==> src/rtl/tdm_delay_ctrl.sv <==
// ---------------------------------------------------------------------------
// tdm_delay_ctrl
//   Time-division-multiplexed delay line. CH interleaved channels share one
//   single-port RAM of CH*MAXD words. Channel c owns the region starting at
//   c*MAXD. It uses the first len[c] words of that region as a circular
//   buffer, so its output is delayed by len[c] of its own samples.
//   A per-channel fill counter masks stale RAM contents after reset or after
//   a reconfiguration.
//
// Ports
//   clk         rising-edge clock
//   rst         asynchronous active-high reset
//   en          sample strobe; din belongs to channel cur_ch
//   din         input sample
//   dout        delayed sample (registered, one clk after en)
//   dout_ch     channel index of dout
//   dout_valid  one-cycle pulse, the cycle after each accepted en
//   cfg_we      configuration write strobe
//   cfg_ch      channel being configured
//   cfg_len     new delay length (clamped to MAXD; 0 selects bypass)
//   cur_ch      channel that the next en sample is assigned to
// ---------------------------------------------------------------------------
module tdm_delay_ctrl #(
  parameter int DW   = 8,
  parameter int CH   = 4,
  parameter int MAXD = 32
) (
  input  logic                       clk,
  input  logic                       rst,
  input  logic                       en,
  input  logic [DW-1:0]              din,
  output logic [DW-1:0]              dout,
  output logic [$clog2(CH)-1:0]      dout_ch,
  output logic                       dout_valid,
  input  logic                       cfg_we,
  input  logic [$clog2(CH)-1:0]      cfg_ch,
  input  logic [$clog2(MAXD+1)-1:0]  cfg_len,
  output logic [$clog2(CH)-1:0]      cur_ch
);

  localparam int CW = $clog2(CH);
  localparam int PW = $clog2(MAXD);
  localparam int LW = $clog2(MAXD+1);
  localparam int AW = $clog2(CH*MAXD);
  localparam logic [AW-1:0] MAXD_A = AW'(MAXD);
  localparam logic [LW-1:0] MAXD_L = LW'(MAXD);
  localparam logic [CW-1:0] LAST_CH = CW'(CH-1);

  logic [LW-1:0] len_q  [CH];
  logic [PW-1:0] wptr_q [CH];
  logic [LW-1:0] fill_q [CH];
  logic [CW-1:0] ch_cnt;

  logic [DW-1:0] mem [CH*MAXD];

  function automatic logic [LW-1:0] sat_len(input logic [LW-1:0] l);
    return (l > MAXD_L) ? MAXD_L : l;
  endfunction

  // Stage p0: effective per-channel state for the current sample
  logic          hit_p0;
  logic [LW-1:0] len_p0;
  logic [PW-1:0] wptr_p0;
  logic [LW-1:0] fill_p0;
  logic [AW-1:0] addr_p0;
  logic          primed_p0;
  logic          bypass_p0;
  logic [PW-1:0] wptr_nx_p0;
  logic [LW-1:0] fill_nx_p0;
  logic [DW-1:0] rd_p0;

  always_comb begin
    // A configuration aimed at the channel being sampled takes effect first,
    // so the sample becomes the first one under the new length.
    hit_p0     = cfg_we && (cfg_ch == ch_cnt);
    len_p0     = hit_p0 ? sat_len(cfg_len) : len_q[ch_cnt];
    wptr_p0    = hit_p0 ? '0 : wptr_q[ch_cnt];
    fill_p0    = hit_p0 ? '0 : fill_q[ch_cnt];
    addr_p0    = AW'(ch_cnt) * MAXD_A + AW'(wptr_p0);
    bypass_p0  = (len_p0 == '0);
    primed_p0  = (fill_p0 >= len_p0);
    wptr_nx_p0 = (LW'(wptr_p0) == len_p0 - LW'(1)) ? '0 : wptr_p0 + PW'(1);
    fill_nx_p0 = primed_p0 ? fill_p0 : fill_p0 + LW'(1);
    rd_p0      = mem[addr_p0];
  end

  // Stage p1: registered output and state update
  always_ff @(posedge clk or posedge rst) begin
    if (rst) begin
      ch_cnt     <= '0;
      dout       <= '0;
      dout_ch    <= '0;
      dout_valid <= 1'b0;
      for (int i = 0; i < CH; i++) begin
        len_q[i]  <= MAXD_L;
        wptr_q[i] <= '0;
        fill_q[i] <= '0;
      end
    end else begin
      dout_valid <= en;
      if (cfg_we) begin
        len_q[cfg_ch]  <= sat_len(cfg_len);
        wptr_q[cfg_ch] <= '0;
        fill_q[cfg_ch] <= '0;
      end
      if (en) begin
        ch_cnt  <= (ch_cnt == LAST_CH) ? '0 : ch_cnt + CW'(1);
        dout_ch <= ch_cnt;
        if (bypass_p0) begin
          dout <= din;
        end else begin
          dout           <= primed_p0 ? rd_p0 : '0;
          wptr_q[ch_cnt] <= wptr_nx_p0;
          fill_q[ch_cnt] <= fill_nx_p0;
        end
      end
    end
  end

  // RAM write half of the read-before-write access; contents are never reset.
  always_ff @(posedge clk) begin
    if (en && !bypass_p0) mem[addr_p0] <= din;
  end

  assign cur_ch = ch_cnt;

endmodule

==> config.mk <==
export PLATFORM = sky130hd
export DESIGN_NAME = tdm_delay_ctrl
export DESIGN_NICKNAME = d
export VERILOG_FILES = /design/src/rtl/tdm_delay_ctrl.sv
export SDC_FILE = /design/constraint.sdc
export NUM_CORES = 1
export LEC_CHECK = 0
export ABC_CLOCK_PERIOD_IN_PS = 7100
export CORE_ASPECT_RATIO = 1.2
export CORE_MARGIN = 3
export CORE_UTILIZATION = 50
export DETAILED_ROUTE_END_ITERATION = 6
export PLACE_DENSITY = 0.66
export SYNTH_ARGS = -nofsm -noshare
export SYNTH_HDL_FRONTEND = slang
export SYNTH_SLANG_ARGS = --single-unit
==> constraint.sdc <==
create_clock -name clk -period 7.1 [get_ports clk]
set_input_delay 1.42 -clock clk [delete_from_list [all_inputs] [get_ports clk]]
set_output_delay 1.42 -clock clk [all_outputs]
set_load 0.02 [all_outputs]
==> run_1/wires.png <==
Scale bar: 100 um.
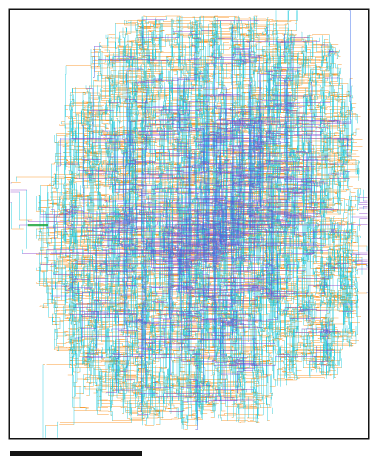
- metal 2: cyan (wire length 58.6 mm)
- metal 1: orange (wire length 46.1 mm)
- metal 3: purple (wire length 14,500 um)
- metal 5: green (wire length 13.8 um)
- metal 4: blue (wire length 7,180 um)
drt total wl: 126,400 um
routed len/inst: 31.71 um
routed vias: 26.67k
Total GRT Usage: 28.42%

==> run_1/clocks.png <==
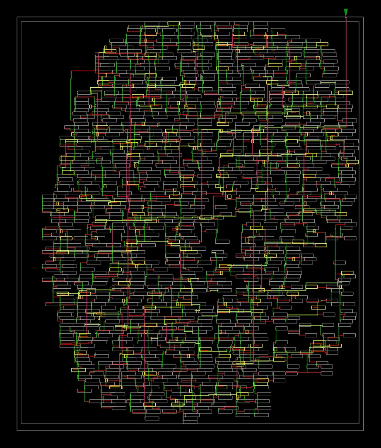
clk_skew: 0.02316 ns
clk ins delay skew pair: 0.69 ns

==> run_1/flops_by_reg.png <==
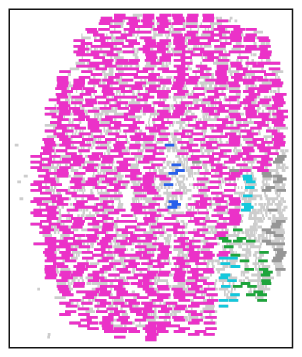
- `dout`: blue (placed flops 8; where middle)
- `wptr_q`: cyan (placed flops 20)
- `fill_q`: green (placed flops 24; where bottom right)
- `mem`: magenta (placed flops 1,024; where spread over the die)
- not colored: 29
Finished Core Util: 56.43%
register share of the cell area: 69.49%
Sequential Power: 7.41 mW
Reg area: 32,780 sq um

==> Changelog: implementation, run 1 <==
### Implementation results

- Worst hold path depth: 2
- Antenna violations before repair: 3
- HP Start: len_q[14]
- Placed instance count: 3,791
- Tmin final: around 5.6 ns
- Top cell category: sequential cells
- CP Cell Sequence: clkdlybuf4s50_1, clkinv_1, o31ai_2, buf_4, or2_4, buf_4, o22ai_1, or4_1, o21ai_0, nand4_1, o221ai_1, a21o_1
- Critical path's most frequent cell: buf_4
- Cycle use final: between 70% and 80%
- TritonCTS Buffers: between 100 and 150
- Top Layer Used: met5
- Final tally of max-slew violations: 2
- Top cells by area, synth: edfxtp_1, o22ai_1, dfrtp_1, nor2_1, o21ai_0
- Met2 Use GR: 44.12%
- Post-DP HPWL: just under 80,000 um
- Final Hold Fails: 0
- Delay-heaviest family, CP: buffers and inverters
- Crit. End Element: flop
- Largest net degree at the start of global routing: 84
- Num Clock Sinks: between 1k and 1.5k
- Xor/xnor share: less than 1%
- Setup crit start: cfg_we
- RSZ-0062 raised after global routing: no
- Design Area, Final: about 47,000 sq um
- Failing checks: max-capacitance violations, max-slew violations
- Slew headroom: -3.306%
- Met1 usage: a little under two fifths
- Register name with the most flops: mem
- WL met3: between 10,000 and 15,000 um
- Logic area: ~8600 sq um
- Max IR drop VDD: between 0.3 and 0.4 mV
- Layout area overhead: 11.52%
- CP endpoint: dout[0]
- Outcome: finished with violations
- Post-CTS Hold Buffers: 0
- CTS Buffer Depth: 3
- Count of tool warnings: 31
- Met2 wire len: between 50,000 and 60,000 um
- Count leader, synth: edfxtp_1
- Final GP Congestion: a little over 1
- Comb pwr: approximately 5.2 mW
- Ys async rst share: between 7 and 8%
- Cell row count: 116
- Post-Synth AOI/OAI Area: 10.83%
- Worst R2R Start: cur_ch[0]
- Comb gates: 1,441
- Die Span Y: between 300 and 400 um
- Invs w/o clock: 15
- Hold path endpoint: len_q[14]
- Reg power frac: between 40% and 50%
- Worst Path Arrival: around 6.2 ns
- Initial DRC Count: about 4k
- Fillers: 6,453
- Worst-margin pin slew: about 1.5 ns
- Final Instance Count excl. Fillers: 3,987
- Pwr/cell area: around 390 nW/um^2
- Avg Synthesized Cell Area: 15.45 sq um
- YS chip area: between 40,000 and 50,000 sq um
- Root buf cell: clkbuf_16
- LEAKAGE: 15.02 nW
- Vias per cell: roughly 6.7
- Post-synth EDFFs: between 1k and 1.5k
- Startpoint Class: input port
- Vias in the first global route: 26.39k
- Req. time, crit path: 7.72 ns
- Internal power: about 12 mW
- Top power group: sequential cells
- Hold crit path type: reg2reg
- Worst slack, placed: 0.8567 ns
- Synth Area in Adders: less than 1%
- WP buf/inv: 4
- Clock buf/inv share: 7.272%
- Cell count in the Yosys report: 2,738
- CTS tree: done
- Fmax: 0.1778 GHz
- R2r setup slk: between 1.5 and 2 ns
- GRT met3 Usage: 6.582%
- Biggest regs: mem (1024), fill_q (24), len_q (24)
- Antenna diodes: 3
- Maxcap violations: 1
- Largest non-sequential cell family by area: AND-OR/OR-AND gates
- Post-synth design cell area: approximately 42,000 sq um
- Final setup margin: about 1.5 ns
- Plain + repair buffers: around 110
- Clk. pwr: about 5.6 mW
- Critical path depth in cells: 12
- FF+latch count, synth: roughly 1.1k
- Top cells by count: edfxtp_1, o22ai_1, nor2_1
- Top cell area share: between 70 and 80%
- Post-CTS setup buffer count: 0
- Die area: slightly below 90,000 sq um
- FF-to-FF End: dout[0]
- # Taps: 1,121
- Post-DP Area: roughly 44,000 sq um
- Reg2Reg Depth: 11
==> run_1/clk_routes.png <==
Scale bar: 100 um.
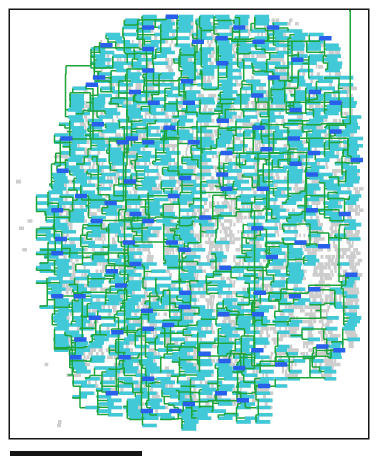

==> run 2: changes to the inputs <==
--- a/config.mk
+++ b/config.mk
@@ -5,7 +5,7 @@
 export SDC_FILE = /design/constraint.sdc
 export NUM_CORES = 1
 export LEC_CHECK = 0
-export ABC_CLOCK_PERIOD_IN_PS = 7100
+export ABC_CLOCK_PERIOD_IN_PS = 5500
 export CORE_ASPECT_RATIO = 1.2
 export CORE_MARGIN = 3
 export CORE_UTILIZATION = 50
==> constraint.sdc (replaced) <==
create_clock -name clk -period 5.5 [get_ports clk]
set_input_delay 1.1 -clock clk [delete_from_list [all_inputs] [get_ports clk]]
set_output_delay 1.1 -clock clk [all_outputs]
set_load 0.02 [all_outputs]
==> run_2/clk_routes.png <==
Scale bar: 100 um.
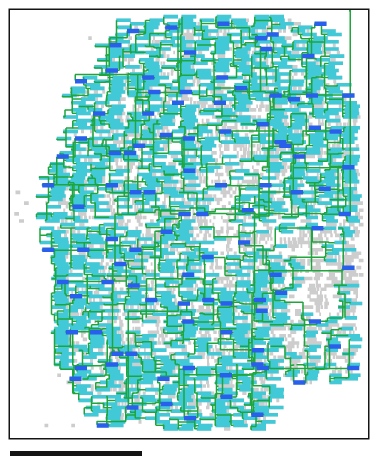
- clock wires: green (length 11,700 um)
- clock drivers: blue (count 102)
- flip-flops: cyan (count 1,105)
- flops lie: spread over the die
Clk pwr share: 30.3%
clk ins delay skew pair: 0.68 ns
clk_skew: 0.02788 ns
Clk. pwr: 7.23 mW

==> run 2 against run 1 <==
Against the previous run:
- critical path depth shrank 2
- the flow now finishes without violations
- clock-buffer cell count increased by 1
- design area up 3.0%
- worst setup slack got worse by 0.82 ns
- total power is 31% higher
- combinational power grew 35%
- die area did not move
- worst hold slack worse by 0.0032 ns
- final cell count is 4.1% higher
- highest routed layer is now met4
- non-clock buffer count increased by 172
==> Changelog: implementation, run 2 <==
### Implementation results

- Max IR drop VDD: 0.4545 mV (+28%)
- Top cell category: sequential cells
- Worst slack, placed: 0.3800 ns (-0.4767 ns)
- Top cells by area, synth: edfxtp_1, o22ai_1, dfrtp_1, nor2_1, o21ai_0
- CP endpoint: mem[108][6]
- Post-synth design cell area: 42,310 sq um (unchanged)
- Cell count in the Yosys report: 2,738 (unchanged)
- CP Cell Sequence: buf_4, xor2_1, nor4_1, a21oi_1, ha_1, and4b_1, or3_1, buf_4, nor2_1, buf_4
- Final Hold Fails: 0 (unchanged)
- GRT met3 Usage: 5.784% (-0.80 points)
- Invs w/o clock: 15 (unchanged)
- Fillers: 6,357 (-1.5%)
- Critical path depth in cells: 10 (-2)
- Crit. End Element: flop
- Routed vias: 27.23k (+2.1%)
- WL met3: 14,220 um (-2.0%)
- Post-DP Area: 45,200 sq um (+3.3%)
- Register name with the most flops: mem
- Die Span Y: 324.6 um (unchanged)
- Clock buf/inv share: 6.992% (-0.28 points)
- FF+latch count, synth: 1,105 (unchanged)
- Layout area overhead: 14.88%
- Post-synth EDFFs: 1,024 (unchanged)
- Internal power: 15.72 mW (+31%)
- Setup crit start: cur_ch[1]
- Outcome: completed
- Clock transition at path regs: around 0.060 ns
- Comb pwr: 7.07 mW (+35%)
- Total GRT Usage: 28.71% (+0.30 points)
- # Taps: 1,121 (unchanged)
- R2r setup slk: 0.66 ns (-0.87 ns)
- Share of cells above drive strength 1: approximately 16%
- Logic area: 8578 sq um (about the same)
- RSZ-0062 raised after global routing: no
- Hold crit path type: reg2reg
- LEAKAGE: 15.98 nW (+6.4%)
- Reg area: 32,780 sq um (unchanged)
- Tmin final: around 4.8 ns
- Avg Synthesized Cell Area: 15.45 sq um (unchanged)
- Largest net degree at the start of global routing: 89 (+6.0%)
- Count leader, synth: edfxtp_1
- Routed len/inst: 30.90 um (-2.6%)
- Reg power frac: 40.1% (-0.4 points)
- Top Layer Used: met4
- First-pass GRT wire length: about 190,000 um
- Count of tool warnings: 31 (unchanged)
- Die area: 88,150 sq um (unchanged)
- Cycle use final: 88.08%
- Antenna violations before repair: 1 (-2)
- Synthesized netlist cell count: between 2k and 3k
- Top power group: sequential cells
- Post-DP HPWL: 79,590 um (+3.6%)
- Biggest regs: mem (1024), fill_q (24), len_q (24)
- Non-clock buffering overhead: a little under 5%
- Final Instance Count excl. Fillers: 4,149 (+4.1%)
- Vias per cell: 6.564 (-1.9%)
- HP Start: len_q[8]
- WP buf/inv: 3 (-1)
- Post-CTS setup buffer count: 0 (unchanged)
- Reg2Reg Depth: 10 (-1)
- Fmax: 0.2064 GHz
- Worst-margin pin slew: 1.204 ns (-0.3260 ns)
- Comb gates: 1,441 (unchanged)
- Design Area, Final: 48,600 sq um (+3.0%)
- Pwr/cell area: 490.9 nW/um^2 (+27%)
- Final Total Pwr: roughly 24 mW
- Req. time, crit path: 5.93 ns (-1.79 ns)
- Num Clock Sinks: 1,105 (unchanged)
- Top cells by count: edfxtp_1, o22ai_1, nor2_1
- Post-CTS Hold Buffers: 0 (unchanged)
- Placed instance count: 3,963 (+4.5%)
- YS chip area: 42,310 sq um (unchanged)
- Met2 Use GR: 45.09% (+0.96 points)
- Critical path's most frequent cell: buf_4
- Worst R2R Start: cur_ch[1]
- Delay-heaviest family, CP: simple AND/OR/NAND/NOR gates
- CTS tree: done
- Post-Synth AOI/OAI Area: 10.83% (unchanged)
- FF-to-FF End: mem[108][6]
- Antenna diodes: 1 (-2)
- Final tally of max-slew violations: 0 (-2)
- TritonCTS Buffers: 102 (-0.97%)
- Hold path endpoint: len_q[8]
- Worst hold path depth: 2 (unchanged)
- Ys async rst share: 7.330% (unchanged)
- Initial DRC Count: 3,700 (-7.2%)
- Top cell area share: 72.68% (unchanged)
- Final GP Congestion: 0.9226 (-8.6%)
- H-tree depth: 3
- Met2 wire len: 60,290 um (+2.8%)
- Synth Area in Adders: 0.4140% (unchanged)
- DRC: 0
- Final setup margin: 0.6556 ns (-0.8205 ns)
- CTS Buffer Depth: 3 (unchanged)
- Slew headroom: 19.76% (+23 points)
- Maxcap violations: 0 (-1)
- Vias in the first global route: 26.72k (+1.2%)
- Startpoint Class: flop
- Largest non-sequential cell family by area: AND-OR/OR-AND gates
- Xor/xnor share: 0.3312% (unchanged)
- Cell row count: 116 (unchanged)
- Drt total wl: 128,200 um (+1.4%)
- Root buf cell: clkbuf_16
- Plain + repair buffers: 281 (+160%)
- Worst Path Arrival: 5.27 ns (-0.97 ns)
- Met1 usage: 38.20% (+0.35 points)
==> run_2/flops_by_reg.png <==
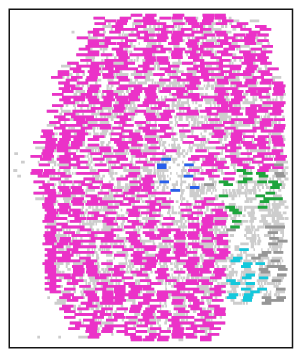
- `wptr_q`: cyan (placed flops 20; where bottom right)
- `mem`: magenta (placed flops 1,024; where spread over the die)
- `dout`: blue (placed flops 8; where middle)
- `fill_q`: green (placed flops 24; where right middle)
- not colored: 29
Finished Core Util: 58.14%
Sequential Power: 9.57 mW
register share of the cell area: 67.45%

Power is estimated from default activity; no workload was simulated.
